`src/rtl/fetch_unit.sv`:
```
// ---------------------------------------------------------------------------
// fetch_unit
//
// Instruction fetch stage of the multicycle processor. Holds the program
// counter, drives it as the word address of a combinational instruction
// memory, captures the returned word into the instruction register and
// presents it downstream through a valid/ack handshake. PC redirects from
// branches and R15 writes are applied via BR_TAKEN/BR_TARGET.
//
// Optional feature macro: FETCH_RANGE_CHECK_EN
//   defined     : a fetch from PC > MAX_ADDR captures nothing, raises the
//                 sticky FETCH_FAULT flag and parks the unit in FAULT until RST.
//   not defined : FETCH_FAULT is tied low, any address is fetched.
//
// Parameters
//   ADDR_W    width of PC and memory address
//   RESET_PC  PC value after reset
//   MAX_ADDR  highest legal fetch address (range check only)
//
// Ports
//   CLK          in   rising-edge clock
//   RST          in   asynchronous, active-high reset
//   FETCH_REQ    in   control unit permits a new fetch
//   IM_A         out  instruction memory address (equals PC)
//   IM_RD        in   instruction word, combinational in IM_A
//   INSTR        out  instruction register
//   INSTR_VALID  out  INSTR holds an unconsumed instruction
//   INSTR_ACK    in   downstream consumes INSTR
//   INSTR_PC     out  address INSTR was fetched from
//   PC_PLUS8     out  INSTR_PC + 8 (architectural R15 read value)
//   BR_TAKEN     in   redirect request
//   BR_TARGET    in   redirect address (low two bits are dropped)
//   FETCH_FAULT  out  sticky out-of-range fetch flag
//
// Handshake: INSTR_VALID is high exactly while the FSM is in HOLD, and INSTR /
// INSTR_PC are stable for that whole time. The instruction is consumed on a
// rising edge where INSTR_VALID=1 and either INSTR_ACK=1 or BR_TAKEN=1 (a
// redirect discards the held instruction and takes priority over the ack).
// INSTR_VALID never depends combinationally on any input.
//
// The FSM state is kept in state_q (type state_t) for observation.
// ---------------------------------------------------------------------------
module fetch_unit #(
    parameter int                ADDR_W   = 32,
    parameter logic [ADDR_W-1:0] RESET_PC = '0,
    parameter logic [ADDR_W-1:0] MAX_ADDR = 88
) (
    input  logic              CLK,
    input  logic              RST,
    input  logic              FETCH_REQ,
    output logic [ADDR_W-1:0] IM_A,
    input  logic [31:0]       IM_RD,
    output logic [31:0]       INSTR,
    output logic              INSTR_VALID,
    input  logic              INSTR_ACK,
    output logic [ADDR_W-1:0] INSTR_PC,
    output logic [ADDR_W-1:0] PC_PLUS8,
    input  logic              BR_TAKEN,
    input  logic [ADDR_W-1:0] BR_TARGET,
    output logic              FETCH_FAULT
);

    typedef enum logic [1:0] {
        ST_IDLE  = 2'd0,
        ST_FETCH = 2'd1,
        ST_HOLD  = 2'd2
`ifdef FETCH_RANGE_CHECK_EN
        ,
        ST_FAULT = 2'd3
`endif
    } state_t;

    // The PC is always word aligned, so reset and redirect values drop bits [1:0].
    localparam logic [ADDR_W-1:0] RESET_PC_ALIGNED = {RESET_PC[ADDR_W-1:2], 2'b00};

    state_t              state_q, state_d;
    logic [ADDR_W-1:0]   pc_q, pc_d;
    logic [31:0]         instr_q, instr_d;
    logic [ADDR_W-1:0]   instr_pc_q, instr_pc_d;
    logic [ADDR_W-1:0]   br_target_aligned;

    assign br_target_aligned = {BR_TARGET[ADDR_W-1:2], 2'b00};

`ifdef FETCH_RANGE_CHECK_EN
    logic fault_q, fault_d;
    logic pc_out_of_range;

    assign pc_out_of_range = (pc_q > MAX_ADDR);
`else
    // Only the range check consumes MAX_ADDR; the redirect drops BR_TARGET[1:0].
    logic unused_bits;
    assign unused_bits = ^{MAX_ADDR, BR_TARGET[1:0]};
`endif

    // -----------------------------------------------------------------------
    // State and datapath registers
    // -----------------------------------------------------------------------
    always_ff @(posedge CLK or posedge RST) begin
        if (RST) begin
            state_q    <= ST_IDLE;
            pc_q       <= RESET_PC_ALIGNED;
            instr_q    <= '0;
            instr_pc_q <= '0;
`ifdef FETCH_RANGE_CHECK_EN
            fault_q    <= 1'b0;
`endif
        end else begin
            state_q    <= state_d;
            pc_q       <= pc_d;
            instr_q    <= instr_d;
            instr_pc_q <= instr_pc_d;
`ifdef FETCH_RANGE_CHECK_EN
            fault_q    <= fault_d;
`endif
        end
    end

    // -----------------------------------------------------------------------
    // Next-state and datapath update
    // -----------------------------------------------------------------------
    always_comb begin
        state_d    = state_q;
        pc_d       = pc_q;
        instr_d    = instr_q;
        instr_pc_d = instr_pc_q;
`ifdef FETCH_RANGE_CHECK_EN
        fault_d    = fault_q;
`endif

        case (state_q)
            ST_IDLE: begin
                if (BR_TAKEN) begin
                    pc_d = br_target_aligned;
                end
                if (FETCH_REQ) begin
                    state_d = ST_FETCH;
                end
            end

            ST_FETCH: begin
                // Redirects are ignored here: the fetch already in flight
                // completes and the PC simply advances.
`ifdef FETCH_RANGE_CHECK_EN
                if (pc_out_of_range) begin
                    fault_d = 1'b1;
                    state_d = ST_FAULT;
                end else begin
                    instr_d    = IM_RD;
                    instr_pc_d = pc_q;
                    pc_d       = pc_q + ADDR_W'(4);
                    state_d    = ST_HOLD;
                end
`else
                instr_d    = IM_RD;
                instr_pc_d = pc_q;
                pc_d       = pc_q + ADDR_W'(4);
                state_d    = ST_HOLD;
`endif
            end

            ST_HOLD: begin
                if (BR_TAKEN) begin
                    // Redirect wins over ack; the held instruction is dropped.
                    pc_d    = br_target_aligned;
                    state_d = FETCH_REQ ? ST_FETCH : ST_IDLE;
                end else if (INSTR_ACK) begin
                    state_d = FETCH_REQ ? ST_FETCH : ST_IDLE;
                end
            end

`ifdef FETCH_RANGE_CHECK_EN
            ST_FAULT: begin
                // Terminal until reset: every input is ignored.
                state_d = ST_FAULT;
            end
`endif

            default: begin
                state_d = ST_IDLE;
            end
        endcase
    end

    // -----------------------------------------------------------------------
    // Outputs
    // -----------------------------------------------------------------------
    assign IM_A        = pc_q;
    assign INSTR       = instr_q;
    assign INSTR_PC    = instr_pc_q;
    assign PC_PLUS8    = instr_pc_q + ADDR_W'(8);
    assign INSTR_VALID = (state_q == ST_HOLD);
`ifdef FETCH_RANGE_CHECK_EN
    assign FETCH_FAULT = fault_q;
`else
    assign FETCH_FAULT = 1'b0;
`endif

endmodule

```
`config.mk`:
```
export PLATFORM = sky130hd
export DESIGN_NAME = fetch_unit
export DESIGN_NICKNAME = d
export VERILOG_FILES = /design/src/rtl/fetch_unit.sv
export SDC_FILE = /design/constraint.sdc
export NUM_CORES = 1
export LEC_CHECK = 0
export CAP_MARGIN = 40
export CORE_MARGIN = 2
export CORE_UTILIZATION = 47
export DETAILED_ROUTE_END_ITERATION = 10
export PLACE_DENSITY = 0.95
export SLEW_MARGIN = 0
export SYNTH_ARGS = -nofsm -noshare
export SYNTH_HDL_FRONTEND = slang
export SYNTH_SLANG_ARGS = --single-unit
```
`constraint.sdc`:
```
create_clock -name CLK -period 4.7 [get_ports CLK]
set_clock_uncertainty 0.05 [all_clocks]
set_input_delay 0.47 -clock CLK [delete_from_list [all_inputs] [get_ports CLK]]
set_output_delay 0.47 -clock CLK [all_outputs]
set_load 0.005 [all_outputs]
```
Fig. 1: cell placement
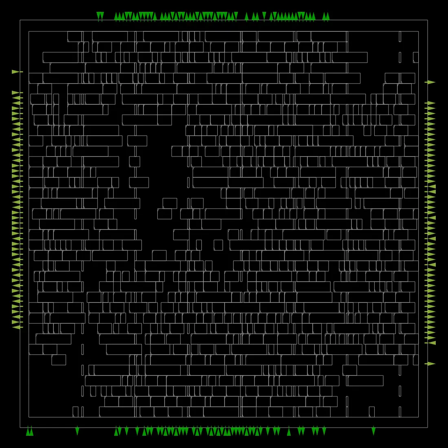
flop count: 94
final non-filler cell total: 899

Fig. 2: sequential cells coloured by netlist name
Other sequential cells in the stronger grey, the rest of the logic in the fainter grey.
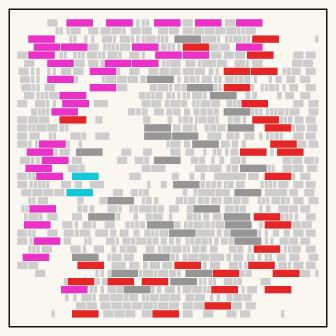
legend:
  INSTR:
    colour: magenta
    sequential_cells: 32
  INSTR_PC:
    colour: red
    sequential_cells: 30
  state_q:
    colour: cyan
    sequential_cells: 2
not coloured: 30
Seq group: 1.29 mW
Layout Utilization: 0.6932

==> flow_summary.yaml <==
# implementation run metrics
outcome:
  status: "finished, final reports clean"
run:
  warning_count: 28
yosys:
  ys_warn_count: 0
  synth.top_cell.area_share: 0.4779
  yosys_area_um2: 4922
worst_hold_path:
  whs_path_depth: 2
setup_path:
  cp-endpoint: "PC_PLUS8[31]"
  cp_cell_sequence: "nand4_1 -> nor4_4 -> nand2_1 -> nor2_1 -> xor2_1 -> clkdlybuf4s50_1"
  path_delay_family: "simple AND/OR/NAND/NOR gates"
  slowest_delay_ns: 0.53
global_route:
  first_global_vias: 4895
  grt_max_degree: 59
drt:
  wl_met2_um: 7621
  antenna_left: 0
  route.met3.wl_um: 1267
  drt-initial-drc-count: 304
  vias: 4900
layout:
  nNetsFinal: 829
  seq_area_frac: 0.3317
  final_area_um2: 7092
  drive_above_1_share: 0.03932
  clock_area_frac: 0.02823
sta:
  finalMaxSlewViolations: 0
  tightest_slew_ns: 0.7926
  worst_slack_ns: 1.491
pwr:
  power.switching_mw: 1.033
die:
  die_width_um: 106.3
clock_tree:
  cts_repair_resize_count: 0
Power and IR drop assume default switching activity.
